==> run_1/gates.png <==
Drawn at 3 px/um.
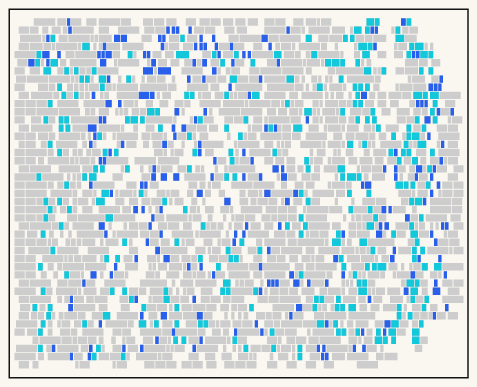
==> run_1/util_map.png <==
Drawn at 2 px/um. The die is cut into 15 by 12 equal tiles; dark purple is low, yellow is high, 0 to 100% covered.
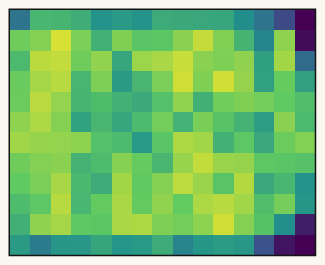
==> run_1/ff_map.png <==
Drawn at 2 px/um.
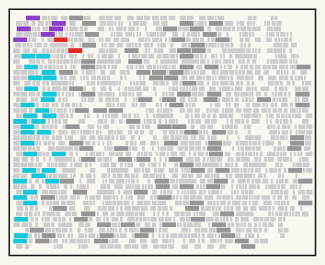
==> run_1/port_trees.png <==
Drawn at 2 px/um.
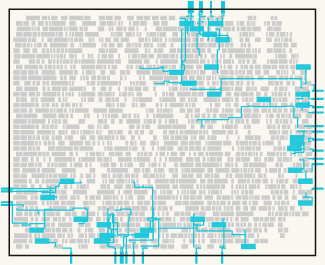
[src/rtl/compare_search_pkg.sv]
// Shared definitions for the binary-search controller and the comparator side:
// FSM state encoding and the {gt,eq,lt} flag vectors.
package compare_search_pkg;

    typedef enum logic [1:0] {
        IDLE  = 2'd0,
        CALC  = 2'd1,
        PROBE = 2'd2,
        DONE  = 2'd3
    } state_e;

    localparam logic [2:0] CMP_GT = 3'b100;
    localparam logic [2:0] CMP_EQ = 3'b010;
    localparam logic [2:0] CMP_LT = 3'b001;

endpackage

[src/rtl/compare_search_step.sv]
// Combinational search step: narrows [lo, hi] around the current probe from one
// comparator result and decides whether the search terminates.
module compare_search_step
    import compare_search_pkg::*;
#(
    parameter int WIDTH = 32
) (
    input  logic [WIDTH-1:0] lo,
    input  logic [WIDTH-1:0] hi,
    input  logic [WIDTH-1:0] probe,
    input  logic [2:0]       flags,
    output logic [WIDTH-1:0] lo_next,
    output logic [WIDTH-1:0] hi_next,
    output logic             terminate,
    output logic             found,
    output logic             err
);

    always_comb begin
        // NOTE: every output gets a default first so no path leaves one unassigned (no latch).
        lo_next   = lo;
        hi_next   = hi;
        terminate = 1'b0;
        found     = 1'b0;
        err       = 1'b0;
        case (flags)
            CMP_EQ: begin
                terminate = 1'b1;
                found     = 1'b1;
            end
            // The probe==lo / probe==hi exits also keep probe-1 and probe+1 from wrapping.
            CMP_GT: begin
                if (probe == lo) terminate = 1'b1;
                else             hi_next   = probe - 1'b1;
            end
            CMP_LT: begin
                if (probe == hi) terminate = 1'b1;
                else             lo_next   = probe + 1'b1;
            end
            default: begin
                terminate = 1'b1;
                err       = 1'b1;
            end
        endcase
    end

endmodule

[src/rtl/compare_search.sv]
// Binary-search controller: walks [lo_init, hi_init] by presenting probes to an
// external comparator until it hits the target, exhausts the range or sees bad flags.
module compare_search
    import compare_search_pkg::*;
#(
    parameter int WIDTH = 32
) (
    input  logic                        clk,
    input  logic                        rst,
    input  logic                        start,
    input  logic [WIDTH-1:0]            lo_init,
    input  logic [WIDTH-1:0]            hi_init,
    output logic [WIDTH-1:0]            probe,
    output logic                        probe_valid,
    input  logic                        cmp_valid,
    input  logic                        gt,
    input  logic                        eq,
    input  logic                        lt,
    output logic                        busy,
    output logic                        done,
    output logic                        found,
    output logic                        err,
    output logic [WIDTH-1:0]            result,
    output logic [$clog2(WIDTH+2)-1:0]  probes
);

    localparam int PW = $clog2(WIDTH + 2);

    state_e           state_q, state_d;
    logic [WIDTH-1:0] lo_q, lo_d, hi_q, hi_d;
    logic [WIDTH-1:0] probe_q, probe_d, result_q, result_d;
    logic [PW-1:0]    probes_q, probes_d;
    logic             probe_valid_q, probe_valid_d, busy_q, busy_d, done_q, done_d;
    logic             found_q, found_d, err_q, err_d;

    logic [WIDTH-1:0] step_lo, step_hi;
    logic             step_term, step_found, step_err;

    compare_search_step #(.WIDTH(WIDTH)) u_step (
        .lo        (lo_q),
        .hi        (hi_q),
        .probe     (probe_q),
        .flags     ({gt, eq, lt}),
        .lo_next   (step_lo),
        .hi_next   (step_hi),
        .terminate (step_term),
        .found     (step_found),
        .err       (step_err)
    );

    always_comb begin
        state_d  = state_q;
        lo_d     = lo_q;
        hi_d     = hi_q;
        probe_d  = probe_q;
        result_d = result_q;
        probes_d = probes_q;
        found_d  = found_q;
        err_d    = err_q;
        case (state_q)
            IDLE: begin
                if (start) begin
                    lo_d     = lo_init;
                    hi_d     = hi_init;
                    probes_d = '0;
                    found_d  = 1'b0;
                    err_d    = 1'b0;
                    result_d = '0;
                    state_d  = CALC;
                end
            end
            CALC: begin
                if (lo_q > hi_q) begin
                    found_d = 1'b0;
                    err_d   = 1'b0;
                    state_d = DONE;
                end else begin
                    // Midpoint in WIDTH+1 bits so hi-lo near full range cannot overflow.
                    probe_d = WIDTH'({1'b0, lo_q} + (({1'b0, hi_q} - {1'b0, lo_q}) >> 1));
                    state_d = PROBE;
                end
            end
            PROBE: begin
                if (cmp_valid) begin
                    probes_d = probes_q + 1'b1;
                    lo_d     = step_lo;
                    hi_d     = step_hi;
                    if (step_term) begin
                        found_d  = step_found;
                        err_d    = step_err;
                        result_d = step_found ? probe_q : '0;
                        state_d  = DONE;
                    end else begin
                        state_d  = CALC;
                    end
                end
            end
            default: state_d = IDLE;
        endcase
        // Status outputs are registered copies of the next state, so they align with state_q.
        probe_valid_d = (state_d == PROBE);
        busy_d        = (state_d == CALC) || (state_d == PROBE);
        done_d        = (state_d == DONE);
    end

    // NOTE: sequential state uses non-blocking assignments so all flops update together.
    always_ff @(posedge clk) begin
        if (rst) begin
            state_q       <= IDLE;
            lo_q          <= '0;
            hi_q          <= '0;
            probe_q       <= '0;
            result_q      <= '0;
            probes_q      <= '0;
            probe_valid_q <= 1'b0;
            busy_q        <= 1'b0;
            done_q        <= 1'b0;
            found_q       <= 1'b0;
            err_q         <= 1'b0;
        end else begin
            state_q       <= state_d;
            lo_q          <= lo_d;
            hi_q          <= hi_d;
            probe_q       <= probe_d;
            result_q      <= result_d;
            probes_q      <= probes_d;
            probe_valid_q <= probe_valid_d;
            busy_q        <= busy_d;
            done_q        <= done_d;
            found_q       <= found_d;
            err_q         <= err_d;
        end
    end

    assign probe       = probe_q;
    assign probe_valid = probe_valid_q;
    assign busy        = busy_q;
    assign done        = done_q;
    assign found       = found_q;
    assign err         = err_q;
    assign result      = result_q;
    assign probes      = probes_q;

endmodule

[config.mk]
export PLATFORM = sky130hd
export DESIGN_NAME = compare_search
export DESIGN_NICKNAME = d
export VERILOG_FILES = /design/src/rtl/compare_search_pkg.sv /design/src/rtl/compare_search_step.sv /design/src/rtl/compare_search.sv
export SDC_FILE = /design/constraint.sdc
export NUM_CORES = 1
export LEC_CHECK = 0
export CAP_MARGIN = 5
export CORE_ASPECT_RATIO = 0.8
export CORE_UTILIZATION = 61
export DETAILED_ROUTE_END_ITERATION = 7
export GPL_TIMING_DRIVEN = 0
export PLACE_DENSITY = 0.95
export SKIP_LAST_GASP = 1
export SYNTH_ARGS = -nofsm -noshare
export SYNTH_HDL_FRONTEND = slang
export SYNTH_SLANG_ARGS = --single-unit
[constraint.sdc]
create_clock -name clk -period 7.6 [get_ports clk]
set_clock_uncertainty 0.05 [all_clocks]
set_input_delay 1.52 -clock clk [delete_from_list [all_inputs] [get_ports clk]]
set_output_delay 1.52 -clock clk [all_outputs]
set_load 0.01 [all_outputs]
==> CHANGELOG.md, run 1 <==
### Physical design

- Run status: complete, but fails checks
- Violated checks: DRC, capacitance limit, slew limit
- Tally of OpenROAD warnings: 29
- Setup-violating endpoint count in the final report: 0
- Remaining antenna violation count: 0
- Number of max-capacitance violations reported: 1
- Final max-slew violation count: 10
- Total number of nets in the final design: 1767
- Synthesized registers: between 100 and 150
- Setup repair after global routing missed its margin: false
- Aggregate global-route resource usage: between 40% and 50%
- Post-place setup slack: 1.76 ns
- Synthesis Warnings: 0
- Critical path's largest stage delay: ~0.64 ns
- Area of the mapped netlist: 11000 um2
- Initial antenna violation count: 0
- Area post-placement: 12800 um2
- Clock root cell: clkbuf_16
- Leakage power summed over all cells: slightly above 5 nW
- DRC violations left: 8
- Number of iterations in the first detailed-routing pass: 8
Notes on gates.png above:
nor cells: in blue, cells 223, most used nor2_1, where widely spread. aoi and oai cells: in cyan, cells 278, most used a21oi_1, where widely spread.
final cell count without fillers: 1865
commonest non-fill, non-tap cell in the layout: nor2_1
combinational fraction of the cell area: 57.0%

Notes on util_map.png above:
The mean over all tiles is 70%. The fullest tile reaches 94%. 1.1% of the tiles are nearly empty. 49% of the tiles are over 75% full.
utilization after layout: 76.0%
core outline area: 17500 um2
Pre-Place Util: 62.9%

Notes on ff_map.png above:
state_q: in red, placed flops 2. probes: in purple, placed flops 6, where north-west. result: in cyan, placed flops 32.
Another 101 sequential cells are not coloured.
sequential cell power: 1.01 mW
Reg area: 2820 um2

Notes on port_trees.png above:
probe: in cyan, direction output, end cells 32, buffers 32, wire 1110 um.
total I/O pin count: 146
I/O Buffers: 144

[run 1: per-layer routing]
| metal | share of wire (%) | wire [um] | vias to the layer above |
|---|---|---|---|
| met5 | 0.17 | 69 | - |
| met1 | 39 | 16100 | 5525 |
| met3 | 16 | 6390 | 141 |
| met2 | 41 | 17100 | 912 |
| met4 | 3.7 | 1530 | 2 |
| li1 | - | - | 5412 |
[run 1: final cells by class]
type / instances / area, um2 / area share, %
clock buffer: 19 / 453 / 3.40
clock inverter: 13 / 121 / 0.910
timing repair buffer: 144 / 1440 / 10.8
tap: 225 / 282 / 2.11
inverter: 57 / 214 / 1.60
sequential: 141 / 2820 / 21.2
buffer: 101 / 399 / 2.99
multi-input combinational: 1164 / 7600 / 57.0
antenna: 1 / 2.50 / 0.0188
[run 1: final timing paths]
kind                                from                     end  slack [ns]  cells after the start
setup / recovery    lo_q[2]$_SDFFE_PP0P_  probe[31]$_SDFFE_PP0P_        1.48                     21
hold reg to reg   result[5]$_SDFFE_PP0P_  result[5]$_SDFFE_PP0P_        0.43                      2
hold / removal    result[5]$_SDFFE_PP0P_  result[5]$_SDFFE_PP0P_        0.43                      2
setup reg to reg    lo_q[2]$_SDFFE_PP0P_  probe[31]$_SDFFE_PP0P_        1.48                     21
[run 1: Yosys cell counts (all sizes together) (2+ instances only)]
cell type	count	share of area, %
and4	6	0.48
nor3	25	1.2
or4	5	0.44
xor2	30	2.4
dfxtp	141	26
nor3b	3	0.25
o21bai	10	0.68
and2	3	0.17
o211ai	10	0.68
nor4	12	0.68
inv	57	1.9
xnor2	141	11
nand2	115	3.9
a21oi	148	6.7
a211oi	13	0.93
o21ai	69	3.1
o21a	16	1.1
nand3b	4	0.27
a21boi	5	0.34
nand4	29	1.6
mux2i	51	4.6
buf	12	0.59
a31oi	4	0.23
nor2	168	5.7
or2	5	0.28
or4b	2	0.18
nand2b	46	2.6
fa	2	0.36
nand3	56	2.5
a311o	5	0.45
and3	10	0.57
o31a	3	0.24
or3	6	0.39
o311ai	3	0.24
o31ai	2	0.14
ha	68	7.7
clkbuf	89	3.0
a311oi	3	0.24
nor2b	14	0.79
o41ai	2	0.16
a211o	24	1.9
a21o	29	2.0
o22ai	4	0.23
a2111o	3	0.31
[run 1: flip-flops by register name (all words and copies together) (netlist names), 2 cells and up]
register / count
probes: 6
probe: 32
result: 32
hi_q: 32
lo_q: 32
state_q: 2
[run 1: power by group through the flow]
stage | clock (mW) | combinational, mW | sequential (mW)
after floorplan | 0 | 3.14 | 0.988
after global placement | 0 | 4.12 | 1.01
after detailed placement | 0 | 4.22 | 1.01
after CTS | 0.831 | 4.27 | 0.994
after global routing | 0.866 | 4.74 | 1.01
final | 0.844 | 4.46 | 1.01
[run 1: kinds of logic (layout without fill, tap and decap cells)]
| group | Yosys count | count (layout) | synth area share (%) |
|---|---|---|---|
| mux | 51 | 51 | 4.62 |
| xor+xnor | 171 | 171 | 13.6 |
| fa+ha+maj | 70 | 70 | 8.07 |
| flops | 141 | 141 | 25.6 |
| buf+inv | 158 | 334 | 5.55 |
| other cells | 0 | 1 | 0 |
| simple gates | 511 | 511 | 22.3 |
| compound gates | 361 | 361 | 20.3 |
==> run 2, diff against run 1 <==
--- a/config.mk
+++ b/config.mk
@@ -7,10 +7,10 @@
 export LEC_CHECK = 0
 export CAP_MARGIN = 5
 export CORE_ASPECT_RATIO = 0.8
-export CORE_UTILIZATION = 61
+export CORE_UTILIZATION = 51
 export DETAILED_ROUTE_END_ITERATION = 7
 export GPL_TIMING_DRIVEN = 0
-export PLACE_DENSITY = 0.95
+export PLACE_DENSITY = 0.9
 export SKIP_LAST_GASP = 1
 export SYNTH_ARGS = -nofsm -noshare
 export SYNTH_HDL_FRONTEND = slang
==> constraint.sdc (replaced) <==
create_clock -name clk -period 4.9 [get_ports clk]
set_clock_uncertainty 0.05 [all_clocks]
set_input_delay 0.98 -clock clk [delete_from_list [all_inputs] [get_ports clk]]
set_output_delay 0.98 -clock clk [all_outputs]
set_load 0.01 [all_outputs]
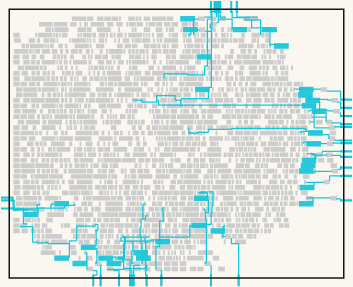
(run_2/port_trees.png)
Drawn at 2 px/um.
probe: in cyan, direction output, end cells 32, buffers 32, wire 1280 um.

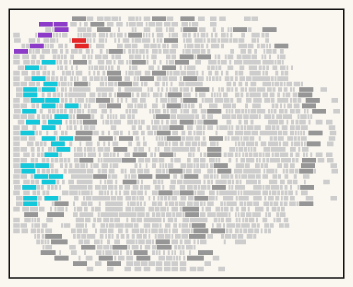
(run_2/ff_map.png)
Drawn at 2 px/um.
state_q: in red, placed flops 2. result: in cyan, placed flops 32. probes: in purple, placed flops 6, where north-west.
Another 101 sequential cells are not coloured.
Reg area: 2860 um2
sequential portion of the cell area: 20.7%
utilization after layout: 66.1%

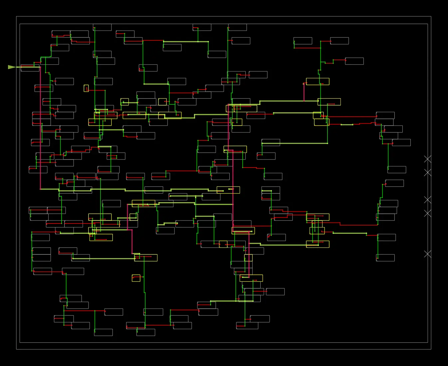
(run_2/clock_nets.png)
Clock Sinks: 141
clock-net power: 1.37 mW

==> CHANGELOG.md, run 2 <==
### Physical design

- Clock root cell: clkbuf_16
- Startpoint of the tightest hold check path: result[1]$_SDFFE_PP0P_
- Synthesis Warnings: 0 (unchanged)
- Commonest cells in the netlist: nor2_1, a21oi_1, dfxtp_1, xnor2_1, nand2_1
- Top cell type by instance count after synthesis: nor2_1
- Number of max-capacitance violations reported: 0 (-1)
- Area leader, netlist: dfxtp_1
- Total I/O pin count: 146 (unchanged)
- Capturing point of the worst reg2reg path: probe[31]$_SDFFE_PP0P_
- Run status: complete, but fails checks
- Top cells, area: dfxtp_1, xnor2_1, ha_1
- Core outline area: 20900 um2 (+19%)
- Post-place setup slack: -0.779 ns (-2.54 ns)
- Aggregate global-route resource usage: 35.9% (-7.8 points)
- Setup-violating endpoint count in the final report: 0 (unchanged)
- I/O Buffers: 144 (unchanged)
- Worst r2r src: lo_q[2]$_SDFFE_PP0P_
- Pre-Place Util: 52.7% (-10 points)
- Setup repair after global routing missed its margin: true
- Worst hold path cell count: 2 (unchanged)
- Worst reg-to-reg path cell count: 22 (+4.8%)
- Remaining antenna violation count: 0 (unchanged)
- Leakage power summed over all cells: 5.20 nW (+2.9%)
- DRC violations left: 5 (-3)
- Final max-slew violation count: 0 (-10)
- Destination of the worst hold path: result[1]$_SDFFE_PP0P_
- Critical path's largest stage delay: 0.45 ns (-0.19 ns)
- Initial antenna violation count: 0 (unchanged)
- Tally of OpenROAD warnings: 30 (+3.4%)
- Area of the mapped netlist: 11000 um2 (unchanged)
- Violated checks: DRC
-- run 2: cell counts after synthesis --
No cell type changed its count.
-- run 2: timing repair --
action                     4_1_cts  5_1_grt
gates cloned                     0        0
pin swaps                        8       21
setup buffers                    6       11
setup endpoints to repair       10        8
hold buffers                     0        0
resized                         32       46
-- run 2: worst max-delay path by stage --
| stage | startpoint | to | depth (start not counted) |
|---|---|---|---|
| floorplan | lo_q[2]$_SDFFE_PP0P_ | probe[23]$_SDFFE_PP0P_ | 21 |
| global placement | lo_q[2]$_SDFFE_PP0P_ | probe[31]$_SDFFE_PP0P_ | 21 |
| detailed placement | lo_q[2]$_SDFFE_PP0P_ | probe[31]$_SDFFE_PP0P_ | 21 |
| CTS | lo_q[3]$_SDFFE_PP0P_ | probe[26]$_SDFFE_PP0P_ | 22 |
| global route | lo_q[2]$_SDFFE_PP0P_ | probe[23]$_SDFFE_PP0P_ | 21 |
| finish | lo_q[2]$_SDFFE_PP0P_ | probe[31]$_SDFFE_PP0P_ | 22 |
-- run 2: through the flow --
step / cell area (um2) / instances / util [%] / power, mW
final: 13800 / 1924 / 66.1 / 10.1
after global routing: 13800 / 1924 / 66.1 / 10.7
after CTS: 13600 / 1914 / 64.8 / 9.54
after detailed placement: 12800 / 1876 / 61.2 / 7.99
after global placement: 12800 / 1876 / 61.2 / 7.89
after floorplan: 11000 / 1463 / - / 6.40
-- run 2: report_power, final --
group          switching [mW]  leakage [nW]  total [mW]  internal [mW]
clock                   0.640         0.295        1.37          0.729
combinational            4.15          3.75        7.17           3.02
sequential              0.234          1.16        1.57           1.34
total                    5.03          5.20        10.1           5.08
-- run 2: cells by family (layout without fill, tap and decap cells) --
family	count (synthesis)	in the layout	share of synthesized area, %
AND-OR/OR-AND	361	361	20.3
buffers and inverters	158	350	5.55
multiplexers	51	51	4.62
AND/OR/NAND/NOR	511	511	22.3
XOR/XNOR	171	171	13.6
flip-flops	141	141	25.6
adder cells (fa/ha/maj)	70	70	8.07
-- run 2: per-layer routing --
layer / up-vias / routed length [um] / track usage (%)
li1: 5456 / - / -
met1: 5621 / 16600 / 49.3
met2: 901 / 16600 / 52.1
met3: 140 / 5860 / 8.79
met4: 0 / 1990 / 18.3
met5: - / 0 / 0
-- run 2: layout make-up --
type                            instances  area (um2)  area share [%]
Clock inverter                         15         171            1.24
Tap cell                              269         337            2.43
Sequential cell                       141        2860            20.7
Buffer                                100         395            2.86
Inverter                               57         214            1.55
Multi-Input combinational cell       1164        7870            56.9
Timing Repair Buffer                  161        1570            11.3
Clock buffer                           17         425            3.07
-- run 2: critical path, delay by kind of cell (launching register included) --
kind,cells,cell delay (ns)
xor+xnor,1,0.28
simple gates,1,0.09
fa+ha+maj,2,0.45
compound gates,16,3.17
buf+inv,2,0.25
flops,1,0.37
No activity file was given, so power comes from the tool's default toggle rates.
